Figure 1. Met3 routing.
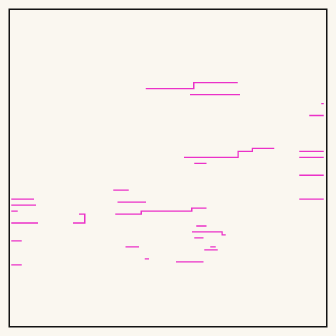
Figure 2. Pin map.
Pins as bars across the die edge, other pins in grey.
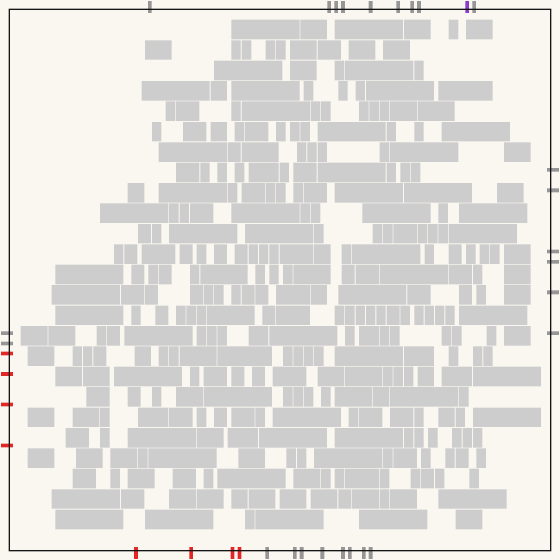
Figure 3. Cell placement.
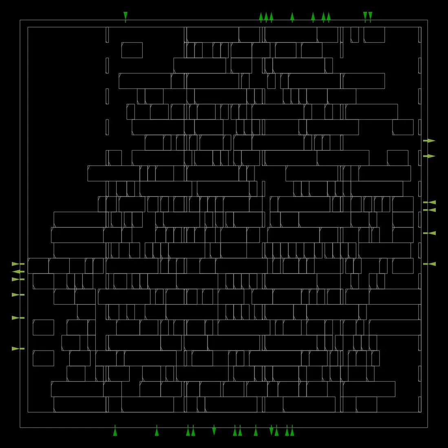
Figure 4. Cell area per tile.
The die is cut into 7 by 7 equal tiles; white is low, dark blue is high, 0 to 100% covered.
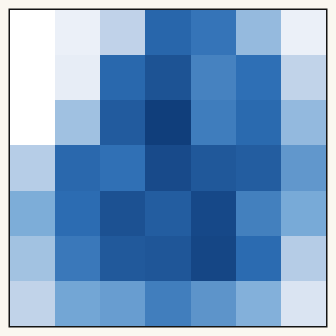
Figure 5. Clock wires, drivers and flops.
Scale bar: 20 um.
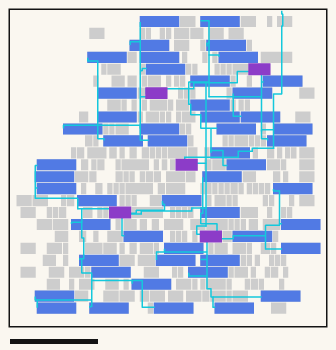
==> config.mk <==
export PLATFORM = sky130hd
export DESIGN_NAME = spi_master_agent_flat
export DESIGN_NICKNAME = d
export VERILOG_FILES = /design/src/rtl/spi_agent_pkg.sv /design/src/rtl/spi_master_agent_if.sv /design/src/rtl/spi_half_tick.sv /design/src/rtl/spi_master_agent.sv /design/src/flat_wrapper.sv
export SDC_FILE = /design/constraint.sdc
export NUM_CORES = 1
export LEC_CHECK = 0
export ABC_AREA = 1
export CAP_MARGIN = 20
export CORE_MARGIN = 1
export CORE_UTILIZATION = 51
export DETAILED_ROUTE_END_ITERATION = 12
export GPL_TIMING_DRIVEN = 0
export PLACE_DENSITY = 0.87
export SLEW_MARGIN = 20
export SYNTH_ARGS = -nofsm -noshare
export SYNTH_HDL_FRONTEND = slang
export SYNTH_SLANG_ARGS = --single-unit
==> constraint.sdc <==
create_clock -name clk -period 3.2 [get_ports clk]
set_input_delay 0.64 -clock clk [delete_from_list [all_inputs] [get_ports clk]]
set_output_delay 0.64 -clock clk [all_outputs]
set_load 0.02 [all_outputs]
==> results.cfg <==
; implementation run metrics
[placed_design]
gp_congestion = 0.772
dpl_cell_area_um2 = 2930

[setup_path]
reg2reg_depth = 11
cpPeakStageDelay_ps = 610
cp.depth = 1
crit_slowest_cell = clkdlybuf4s50_1
timing.reg2reg.setup_slack_ps = 1440
crit_buf_inv = 1

[yosys]
syn_nets = 308
synth_warnings = 0
syn_area_per_cell_um2 = 8.92

[final_timing]
tightest_slew_ps = 536
slew_violations = 0
hold_viol_final = 0
fin_crit_sh = 0.608

[clock_network]
cts_tree = done
cts_hold_buf = 0
cts_root_buf = clkbuf_8
ctsResizeCount = 0
post_cts_buffers = 0
cts_buffers = 5

[power]
p_total_mw = 2.41
power_density_nw_per_um2 = 797

[grt]
antenna_found_initial = 0
groute.usage.overall = 0.201
grt_max_degree = 29
grt_pass1_vias = 1910
grt_remaining_overflow = 0

[layout]
post-route-cell-area_um2 = 3020
nNetsFinal = 349
antennaDiodeCount = 0

[drt]
avgRoutedWirePerCell_um = 12.0
wirelength_um = 4650
ant_nets = 0
drc = 0
vias_per_cell = 4.97

[floorplan]
pin_count = 34
rows = 25
dieArea_um2 = 5180

[min_path]
hold_class = register to register

[job]
cap_violations = 0
warnings = 29

[status]
outcome = finished clean
-- Figure 1 (at the start) --
longest straight run: 12.2 um
nets with wire on the layer: 24
share of all routed wire: 3.6%
wire length on this layer: 166 um
main direction: horizontal
via count: 1928
met3 GRT Util: 0.0417

-- Figure 2 (at the start) --
[purple] rst | pins: 1 | direction: input | edge: top
[red] bus_to_agent | pins: 8 | direction: input | edge: 4 left, 4 bottom
die height: 72.0 um
Chip Width: 72.0 um
PortBufs: 33

-- Figure 3 (at the start) --
final non-filler cell total: 388
Util after Layout: 0.639

-- Figure 4 (at the start) --
densest ninth of the die: middle
fullest tile: 95%
tiles over 75% full: 37%
mean over tiles: 57%
fp util: 0.529
core area: 4720 um^2

-- Figure 5 (at the start) --
[purple] cells driving clock nets | count: 5
[blue] flip-flops | count: 51
[cyan] clock wires | length: 552 um
routed clock nets: 6
flops lie: spread over the die
clk pwr: 0.372 mW
skew final: 8.63 ps
Late-Pin Clk Latency: 300 ps
clock share of power: 0.155

## stage by stage
step           worst slack (ps)  instances  hold WS (ps)
6_report                   1250        388           483
5_1_grt                    1150        388           504
4_1_cts                    1240        388           486
3_5_place_dp                954        381           464
3_3_place_gp                394        380           458
2_1_floorplan              1330        280           442
## metal layers
| metal | part of all wire | up-vias | global-route usage |
|---|---|---|---|
| met5 | 0 | - | 0 |
| met4 | 0.0097 | 0 | 0.0784 |
| met3 | 0.036 | 6 | 0.0417 |
| met2 | 0.52 | 40 | 0.350 |
| met1 | 0.43 | 918 | 0.247 |
| li1 | - | 964 | - |
## worst register-to-register path, cell delays in order, from the launching register on
cell	delay (ps)
dfrtp_1	420
inv_1	110
ha_1	160
buf_4	180
inv_2	70
nand2_1	100
nand2_1	70
inv_2	110
nand3_4	140
buf_6	190
nand2_2	70
o21ai_2	50
## area by class of cell
class	count	area (um^2)	share of cell area
flip-flops and latches	51	1280	0.423
multi-input cells	200	1090	0.362
repair buffers	34	350	0.116
inverters	23	86.3	0.0286
well taps	67	83.8	0.0278
clock buffers	6	82.6	0.0274
plain buffers	6	42.5	0.0141
clock inverters	1	5.00	0.00166
## cells in the mapped netlist
| library cell | count |
|---|---|
| nor3b_1 | 1 |
| nand2_1 | 110 |
| mux2_2 | 1 |
| dfrtp_1 | 51 |
| buf_2 | 1 |
| buf_1 | 1 |
| inv_1 | 18 |
| nand4_1 | 1 |
| buf_6 | 2 |
| nor2_4 | 1 |
| nor2_1 | 11 |
| o21ai_0 | 7 |
| buf_4 | 1 |
| mux2i_1 | 6 |
| or2_2 | 3 |
| nand2_2 | 5 |
| xnor2_1 | 4 |
| nand3_4 | 2 |
| nand2_8 | 1 |
| ha_1 | 6 |
| o21ai_2 | 16 |
| nor3_1 | 3 |
| a21oi_1 | 4 |
| nand3_1 | 8 |
| o21ai_1 | 3 |
| inv_2 | 5 |
| nand2_4 | 1 |
| a31o_2 | 1 |
| nor2_2 | 1 |
| clkbuf_1 | 1 |
| xor2_1 | 4 |
## report_power, final
part           switching (mW)  total, mW  internal [mW]
logic                   0.666       1.09          0.422
registers               0.134      0.946          0.812
clock network           0.202      0.372          0.170
## cell families (layout without fill, tap and decap cells)
| logic type | after synthesis | count (layout) | synth area share |
|---|---|---|---|
| xor gates and xnor gates | 8 | 8 | 0.0281 |
| adders and majority gates | 6 | 6 | 0.0301 |
| and+or+nand+nor | 148 | 148 | 0.263 |
| AOI/OAI and AO/OA | 31 | 31 | 0.0877 |
| DFF | 51 | 51 | 0.511 |
| muxes | 7 | 7 | 0.0286 |
| buffers and inverters | 29 | 70 | 0.0516 |
## layout by cell type, fill, tap and decap left out, types with 7 or more instances in the layout
cell type,n
o21ai_2,16
dfrtp_1,51
o21ai_0,7
nand3_1,8
inv_1,17
clkdlybuf4s50_1,33
nor2_1,11
nand2_1,110
Power figures rest on the tool's default switching activity, not on a simulated workload.
